<file path="config.mk">
export PLATFORM = sky130hd
export DESIGN_NAME = fifo_write_arbiter
export DESIGN_NICKNAME = d
export VERILOG_FILES = /design/src/rtl/fifo_arb_pkg.sv /design/src/rtl/fifo_arb_watchdog.sv /design/src/rtl/fifo_write_arbiter.sv
export SDC_FILE = /design/constraint.sdc
export NUM_CORES = 1
export LEC_CHECK = 0
export CORE_ASPECT_RATIO = 2
export CORE_MARGIN = 4
export CORE_UTILIZATION = 48
export CTS_CLUSTER_SIZE = 10
export DETAILED_ROUTE_END_ITERATION = 8
export PLACE_DENSITY = 0.94
export SYNTH_ARGS = -nofsm -noshare
export SYNTH_HDL_FRONTEND = slang
export SYNTH_SLANG_ARGS = --single-unit
</file>
<file path="constraint.sdc">
create_clock -name clk -period 5.8 [get_ports clk]
set_clock_uncertainty 0.15 [all_clocks]
set_input_delay 1.16 -clock clk [delete_from_list [all_inputs] [get_ports clk]]
set_output_delay 1.16 -clock clk [all_outputs]
set_load 0.02 [all_outputs]
</file>
<file path="src/rtl/fifo_arb_pkg.sv">
// Shared types and constants for the two-producer FIFO write arbiter.
package fifo_arb_pkg;

  localparam int unsigned LEN_W = 8;

  typedef enum logic [1:0] {
    IDLE  = 2'd0,
    GNT_A = 2'd1,
    GNT_B = 2'd2
  } arb_state_t;

  typedef enum logic {
    REQ_A = 1'b0,
    REQ_B = 1'b1
  } req_id_t;

  // A packet length is legal when it is non-zero and fits in an empty FIFO.
  function automatic logic len_legal(input logic [LEN_W-1:0] len, input int unsigned depth);
    return (len != '0) && (32'(len) <= depth);
  endfunction

endpackage

</file>
<file path="src/rtl/fifo_arb_watchdog.sv">
// Idle-cycle watchdog for an active grant: clears on clr, counts while en,
// and flags expire in the cycle the count sits at TIMEOUT-1.
module fifo_arb_watchdog
  import fifo_arb_pkg::*;
#(
  parameter int unsigned TIMEOUT = 1024
) (
  input  logic clk,
  input  logic rst_n,
  input  logic clr,
  input  logic en,
  output logic expire
);

  localparam int unsigned CNT_W = (TIMEOUT > 2) ? $clog2(TIMEOUT) : 1;
  localparam logic [CNT_W-1:0] TERM = CNT_W'(TIMEOUT - 1);

  logic [CNT_W-1:0] count;

  // Idle counter; saturates at the terminal value so it never wraps.
  always_ff @(posedge clk or negedge rst_n) begin
    if (!rst_n) begin
      count <= '0;
    end else if (clr) begin
      count <= '0;
    end else if (en && (count != TERM)) begin
      count <= count + CNT_W'(1);
    end
  end

  assign expire = en & ~clr & (count == TERM);

endmodule

</file>
<file path="src/rtl/fifo_write_arbiter.sv">
// Packet-atomic arbiter sharing one byte FIFO write port between producers A and B.
// A producer is granted only when the FIFO has room for its whole packet.
// Optional grant timeout is enabled by defining FIFO_ARB_TIMEOUT_EN.
module fifo_write_arbiter
  import fifo_arb_pkg::*;
#(
  parameter int unsigned DEPTH   = 16,
  parameter int unsigned TIMEOUT = 1024
) (
  input  logic             clk,
  input  logic             rst_n,
  input  logic             a_req,
  input  logic [LEN_W-1:0] a_len,
  input  logic [7:0]       a_data,
  input  logic             a_strobe,
  input  logic             b_req,
  input  logic [LEN_W-1:0] b_len,
  input  logic [7:0]       b_data,
  input  logic             b_strobe,
  output logic             a_gnt,
  output logic             b_gnt,
  output logic             a_done,
  output logic             b_done,
  output logic             a_rej,
  output logic             b_rej,
  output logic             err,
  output logic [7:0]       fifo_indata,
  output logic             fifo_instrobe,
  input  logic             fifo_inavail,
  input  logic [7:0]       fifo_inavail_cnt
);

  arb_state_t       state, state_n;
  req_id_t          prio, prio_n;
  logic [LEN_W-1:0] remaining, remaining_n;

  logic a_legal, b_legal;
  logic a_elig, b_elig;
  logic accepted;
  logic last_byte;
  logic expire;
  logic a_done_n, b_done_n, a_rej_n, b_rej_n, err_n;

  // Request qualification: legal length and enough free FIFO space.
  assign a_legal = len_legal(a_len, DEPTH);
  assign b_legal = len_legal(b_len, DEPTH);
  assign a_elig  = a_req & a_legal & (a_len <= fifo_inavail_cnt);
  assign b_elig  = b_req & b_legal & (b_len <= fifo_inavail_cnt);

  // A byte is accepted only from the grant holder while the FIFO is not full.
  assign accepted  = (((state == GNT_A) & a_strobe) | ((state == GNT_B) & b_strobe)) & fifo_inavail;
  assign last_byte = accepted & (remaining == LEN_W'(1));

`ifdef FIFO_ARB_TIMEOUT_EN
  logic wd_clr;
  logic wd_en;

  assign wd_clr = (state == IDLE) | accepted;
  assign wd_en  = (state != IDLE);

  fifo_arb_watchdog #(
    .TIMEOUT(TIMEOUT)
  ) u_watchdog (
    .clk   (clk),
    .rst_n (rst_n),
    .clr   (wd_clr),
    .en    (wd_en),
    .expire(expire)
  );
`else
  logic unused_timeout;

  assign expire         = 1'b0;
  assign unused_timeout = |32'(TIMEOUT);
`endif

  // State, priority, length counter and registered outputs.
  always_ff @(posedge clk or negedge rst_n) begin
    if (!rst_n) begin
      state     <= IDLE;
      prio      <= REQ_A;
      remaining <= '0;
      a_gnt     <= 1'b0;
      b_gnt     <= 1'b0;
      a_done    <= 1'b0;
      b_done    <= 1'b0;
      a_rej     <= 1'b0;
      b_rej     <= 1'b0;
      err       <= 1'b0;
    end else begin
      state     <= state_n;
      prio      <= prio_n;
      remaining <= remaining_n;
      a_gnt     <= (state_n == GNT_A);
      b_gnt     <= (state_n == GNT_B);
      a_done    <= a_done_n;
      b_done    <= b_done_n;
      a_rej     <= a_rej_n;
      b_rej     <= b_rej_n;
      err       <= err_n;
    end
  end

  // Next-state: arbitration in IDLE, byte counting and abort while granted.
  always_comb begin
    state_n     = state;
    prio_n      = prio;
    remaining_n = remaining;
    case (state)
      IDLE: begin
        if (a_elig && (!b_elig || (prio == REQ_A))) begin
          state_n     = GNT_A;
          remaining_n = a_len;
        end else if (b_elig) begin
          state_n     = GNT_B;
          remaining_n = b_len;
        end
      end
      GNT_A, GNT_B: begin
        if (accepted) begin
          remaining_n = remaining - LEN_W'(1);
          if (last_byte) begin
            state_n = IDLE;
            prio_n  = (state == GNT_A) ? REQ_B : REQ_A;
          end
        end else if (expire) begin
          state_n = IDLE;
          prio_n  = (state == GNT_A) ? REQ_B : REQ_A;
        end
      end
      default: begin
        state_n = IDLE;
      end
    endcase
  end

  // Outputs: FIFO write mux (combinational) and next values of the status pulses.
  always_comb begin
    fifo_indata   = '0;
    fifo_instrobe = 1'b0;
    a_done_n      = 1'b0;
    b_done_n      = 1'b0;
    a_rej_n       = 1'b0;
    b_rej_n       = 1'b0;
    err_n         = 1'b0;
    case (state)
      IDLE: begin
        a_rej_n = a_req & ~a_legal;
        b_rej_n = b_req & ~b_legal;
      end
      GNT_A: begin
        fifo_indata   = a_data;
        fifo_instrobe = accepted;
        a_done_n      = last_byte;
        err_n         = expire;
      end
      GNT_B: begin
        fifo_indata   = b_data;
        fifo_instrobe = accepted;
        b_done_n      = last_byte;
        err_n         = expire;
      end
      default: begin
        fifo_indata   = '0;
        fifo_instrobe = 1'b0;
      end
    endcase
  end

endmodule

</file>
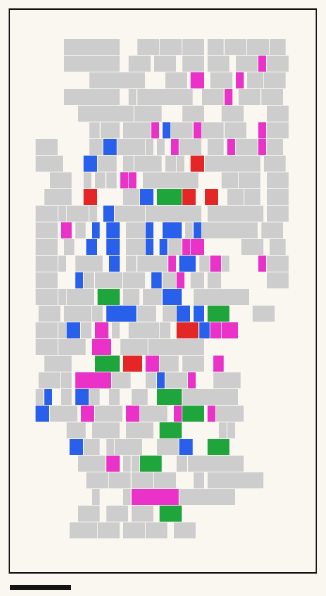
run_1/gates.png
The bar under the picture is 10 µm long.
Red is and/or cells, cells 6. Blue is nand cells, cells 30, most used nand2_1. Magenta is nor cells, cells 33, most used nor2_1. Green is mux cells, cells 10, most used mux2i_1.
logic share of the area: 48.7%
non-filler cells, final: 287
Commonest Layout Cell: clkdlybuf4s50_1

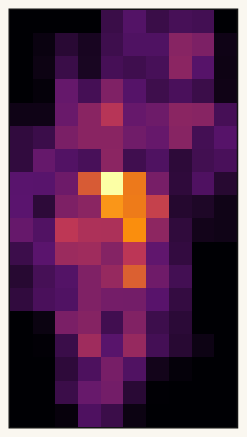
run_1/route_heat.png
The die is cut into 10 by 18 equal tiles; black is low, pale yellow is high, scaled to the fullest tile. Values are wire area over tile area, all layers added.
4.4% of the tiles are over half the peak. The emptiest ninth of the die: south-east. The fullest tile reaches 0.82. The densest ninth of the die: centre. The mean over all tiles is 0.16. 22% of the tiles are nearly empty.

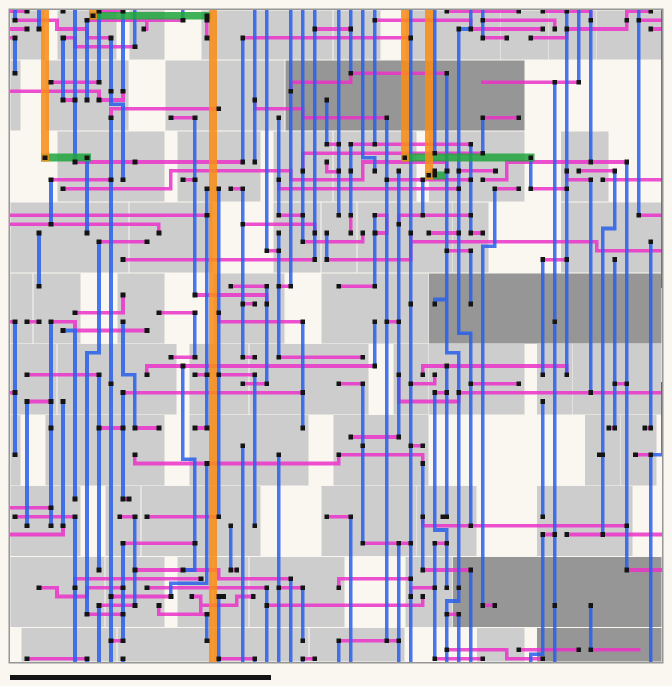
run_1/closeup.png
The bar under the picture is 10 µm long. Window x 12 to 37, y 15 to 40 µm. Cells in grey, sequential cells in the stronger grey; small squares are vias.
Orange is M4. Blue is M2. Green is M3. Magenta is M1.
Most frequent: ha_1 (9), inv_1 (6). Sequential cells in the window: 3. Netlist names of flops here include `remaining` (3). 56 logic cells have their middle in the window.

==> impl_metrics.py, run 1 <==
# Flow results
metrics = {
    "worst_setup_path": {
        "worstPathRequired_ns": 4.49,
        "crit_path_start": "a_strobe",
        "crit_arrival_ns": 2.66,
        "start_kind": "input port",
        "endpoint_kind": "output port",
        "r2r_start": "state[1]",
        "critical_path_class": "in2out",
    },
    "floorplanning": {
        "fp_util_pct": 49.8,
        "ioPinCount": 63,
        "chipArea_mm2": 0.00457,
        "die_w_um": 49.9,
    },
    "route": {
        "wl_per_cell_um": 16.2,
        "wirelength_um": 4640,
        "postRouteAntennaNets": 0,
        "drt-initial-drc-count": 68,
        "firstDrtPassIters": 4,
    },
    "clocking": {
        "clockBufferDepth": 2,
        "clk_pin_slew_worst_paths_ns": 0.07,
    },
    "synthesis": {
        "synth_flop_count": 17,
        "largest_area_cell": "dfrtp_1",
        "netlist.area_leader.share_pct": 25.3,
        "ys_seq_share_pct": 25.3,
        "ys_cells": 197,
        "ys_sh_aoi_pct": 20.4,
        "synth_cell_types": 51,
        "yosysChipArea_mm2": 0.00168,
        "flop_cell": "dfrtp_1",
    },
    "placed_design": {
        "post-place-ws_ns": 1.75,
        "gp_congestion": 0.901,
        "hpwl_um": 3910,
    },
    "min_path": {
        "hp-class": "reg2reg",
    },
    "final_timing": {
        "finalSetupTns_ns": 0,
        "maxSlewHeadroom_pct": 49.5,
        "finalSetupViolations": 0,
        "setup_slack_ns": 1.83,
        "whs_ns": 0.382,
    },
    "job": {
        "cap_viol_max_count": 0,
    },
    "grt": {
        "grt_pass1_vias": 1862,
    },
    "run_status": {
        "status": "finished, final reports clean",
    },
    "power_and_ir_drop": {
        "power.leakage_nw": 1.00,
        "peakVddDrop_uv": 296,
    },
    "layout": {
        "drive_above_1_share_pct": 5.88,
        "mostFrequentLayoutCells": "clkdlybuf4s50_1, ha_1, inv_1, nor2_1, dfrtp_1",
    },
}
## run 1: state kept, by name, summed over array words and instances (netlist names)
signal     count
b_done         1
prio           1
state          2
b_rej          1
a_rej          1
a_gnt          1
a_done         1
b_gnt          1
remaining      8
## run 1: critical path: stages
cell and delay (ns):
clkdlybuf4s50_1 0.46, a22oi_1 0.08, nor2b_1 0.19, inv_1 0.07, nor2_1 0.08, clkdlybuf4s50_1 0.62
## run 1: power by group
part	total (W)	leakage [nW]	internal, W	switching (W)
clock network	0.0000903	0.0255	0.0000477	0.0000426
logic	0.000528	0.762	0.000225	0.000303
registers	0.000211	0.216	0.000168	0.0000435
total	0.000829	1.00	0.000440	0.000389
## run 1: final cells by class
cell class	instances	area (µm²)	share of cell area [%]
Clock buffer	3	41.3	1.77
Clock inverter	1	5.00	0.215
Inverter	20	75.1	3.22
Multi-Input combinational cell	153	1130	48.7
Sequential cell	17	425	18.2
Tap cell	32	40.0	1.72
Timing Repair Buffer	61	611	26.2
## run 1: path summary, 6_finish.rpt
| path | end | slack (ns) | depth (start not counted) |
|---|---|---|---|
| setup / recovery | fifo_instrobe | 1.83 | 6 |
| hold / removal | prio | 0.38 | 1 |
| setup reg to reg | remaining[7] | 2.93 | 9 |
| hold reg to reg | prio | 0.38 | 1 |
| max in group asynchronous | remaining[6] | 3.83 | 1 |
| min in group asynchronous | remaining[5] | 1.20 | 1 |
## run 1: per-layer routing
layer	up-vias	GRT usage (%)	wire length [µm]
met4	0	10.9	187
met1	834	20.5	1500
met2	68	43.7	2770
li1	835	-	-
met3	22	1.79	195
met5	-	0	0
==> inputs of run 2 (changes only) <==
--- a/config.mk
+++ b/config.mk
@@ -7,10 +7,10 @@
 export LEC_CHECK = 0
 export CORE_ASPECT_RATIO = 2
 export CORE_MARGIN = 4
-export CORE_UTILIZATION = 48
+export CORE_UTILIZATION = 45
 export CTS_CLUSTER_SIZE = 10
 export DETAILED_ROUTE_END_ITERATION = 8
-export PLACE_DENSITY = 0.94
+export PLACE_DENSITY = 0.89
 export SYNTH_ARGS = -nofsm -noshare
 export SYNTH_HDL_FRONTEND = slang
 export SYNTH_SLANG_ARGS = --single-unit
==> constraint.sdc (replaced) <==
create_clock -name clk -period 3.85 [get_ports clk]
set_clock_uncertainty 0.15 [all_clocks]
set_input_delay 0.77 -clock clk [delete_from_list [all_inputs] [get_ports clk]]
set_output_delay 0.77 -clock clk [all_outputs]
set_load 0.02 [all_outputs]
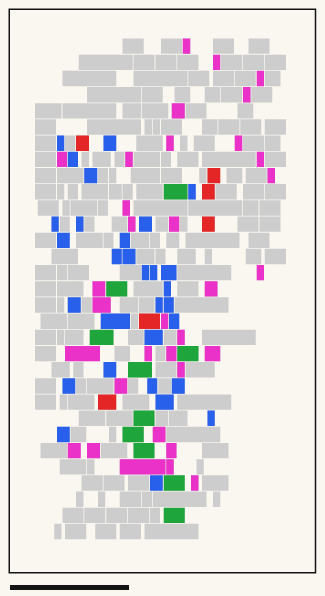
run_2/gates.png
The bar under the picture is 20 µm long.
Red is and/or cells, cells 6. Blue is nand cells, cells 30, most used nand2_1. Magenta is nor cells, cells 33, most used nor2_1. Green is mux cells, cells 10, most used mux2i_1.
non-filler cells, final: 305
logic share of the area: 48.1%

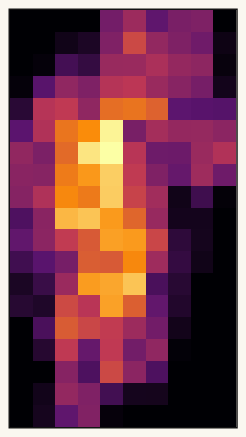
run_2/route_heat.png
The die is cut into 10 by 19 equal tiles; black is low, pale yellow is high, scaled to the fullest tile. Values are wire area over tile area, all layers added.
The densest ninth of the die: centre. The emptiest ninth of the die: south-east. 22% of the tiles are nearly empty. The mean over all tiles is 0.15. 23% of the tiles are over half the peak.
vias: 1721
DRT Wirelength: 4710 µm
routed length per placed instance: 15.4 µm

==> run 2 against run 1 <==
  * Clock power up 54%
  * Via count is 2.2% lower
  * Final cell count is 6.3% higher
  * Sequential power increased by 51%
  * Die area grew 5.8%
  * Global-route usage fell by 1.3 points
  * Critical path type is now in2reg
==> impl_metrics.py, run 2 <==
# Flow results
metrics = {
    "clocking": {
        "clockBufferDepth": 2,
        "clk_pin_slew_worst_paths_ns": 0.07,
    },
    "run_status": {
        "status": "finished, final reports clean",
    },
    "floorplanning": {
        "die_w_um": 51.2,
        "fp_util_pct": 46.7,
        "chipArea_mm2": 0.00484,
    },
    "layout": {
        "largest_reg_flops": 8,
        "top_register": "remaining",
        "mostFrequentLayoutCells": "clkdlybuf4s50_1, ha_1, inv_1, nor2_1, dfrtp_1",
        "drive_above_1_share_pct": 6.25,
    },
    "placed_design": {
        "hpwl_um": 3950,
        "gp_congestion": 0.856,
        "post-place-ws_ns": 0.195,
    },
    "synthesis": {
        "flop_cell": "dfrtp_1",
        "yosysChipArea_mm2": 0.00168,
        "ys_cells": 197,
        "synth_flop_count": 17,
        "ys_seq_share_pct": 25.3,
    },
    "worst_setup_path": {
        "critical_path_class": "in2reg",
        "r2r_cells": 9,
        "endpoint_kind": "flop",
    },
    "final_timing": {
        "whs_ns": 0.366,
        "maxSlewHeadroom_pct": 48.7,
        "finalSetupTns_ns": 0,
    },
    "min_path": {
        "min_to": "prio",
    },
    "route": {
        "drt-initial-drc-count": 38,
        "postRouteAntennaNets": 0,
        "firstDrtPassIters": 4,
    },
    "power_and_ir_drop": {
        "power.leakage_nw": 1.01,
    },
}
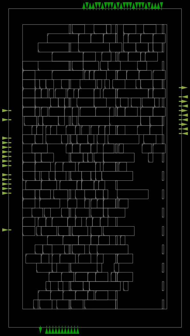
run_2/placed.png
row cnt: 31
fillcell total: 283
core footprint: 0.00361 mm²
post-layout util: 65.5%

## run 2: critical path: stages
cell and delay, ns:
clkdlybuf4s50_1 0.54, inv_1 0.06, ha_1 0.27, and4_1 0.23, a211o_1 0.27, a21bo_2 0.25, o21ai_2 0.48, nor2_1 0.17
a221o_1 0.32
## run 2: worst max path at each step
stage | start | endpoint | cells past startpoint
floorplan | fifo_inavail_cnt[3] | remaining[4] | 10
finish | b_len[0] | remaining[4] | 9
CTS | b_len[0] | remaining[4] | 9
global route | b_len[0] | remaining[3] | 9
global placement | b_len[0] | remaining[4] | 9
detailed placement | b_len[0] | remaining[4] | 9
## run 2: report_power, final
part / internal (W) / switching (W)
Combinational: 0.000338 / 0.000457
Clock: 0.0000721 / 0.0000666
Sequential: 0.000253 / 0.0000664
Total: 0.000663 / 0.000589
## run 2: cell families after synthesis
| family | Yosys count | share of synthesized area, % |
|---|---|---|
| fa+ha+maj | 22 | 16.4 |
| xor+xnor | 1 | 0.521 |
| flops | 17 | 25.3 |
| compound gates | 50 | 20.4 |
| buf+inv | 27 | 7.29 |
| mux | 10 | 6.17 |
| other cells | 1 | 0.223 |
| simple gates | 69 | 23.8 |
## run 2: final cells by class
class / count / area (µm²) / area share, %
sequential: 17 / 425 / 18.0
multi-input combinational: 153 / 1130 / 48.1
tap: 49 / 61.3 / 2.60
clock inverter: 1 / 5.00 / 0.212
timing repair buffer: 62 / 618 / 26.2
clock buffer: 3 / 41.3 / 1.75
inverter: 20 / 75.1 / 3.18
## run 2: layer usage
| layer | GRT usage [%] | vias to the layer above | share of wire (%) |
|---|---|---|---|
| met5 | 0 | - | 0 |
| met4 | 10.5 | 0 | 3.1 |
| met3 | 1.42 | 11 | 3.0 |
| met2 | 41.5 | 51 | 61 |
| met1 | 19.3 | 819 | 33 |
| li1 | - | 840 | - |
Power figures rest on the tool's default switching activity, not on a simulated workload.
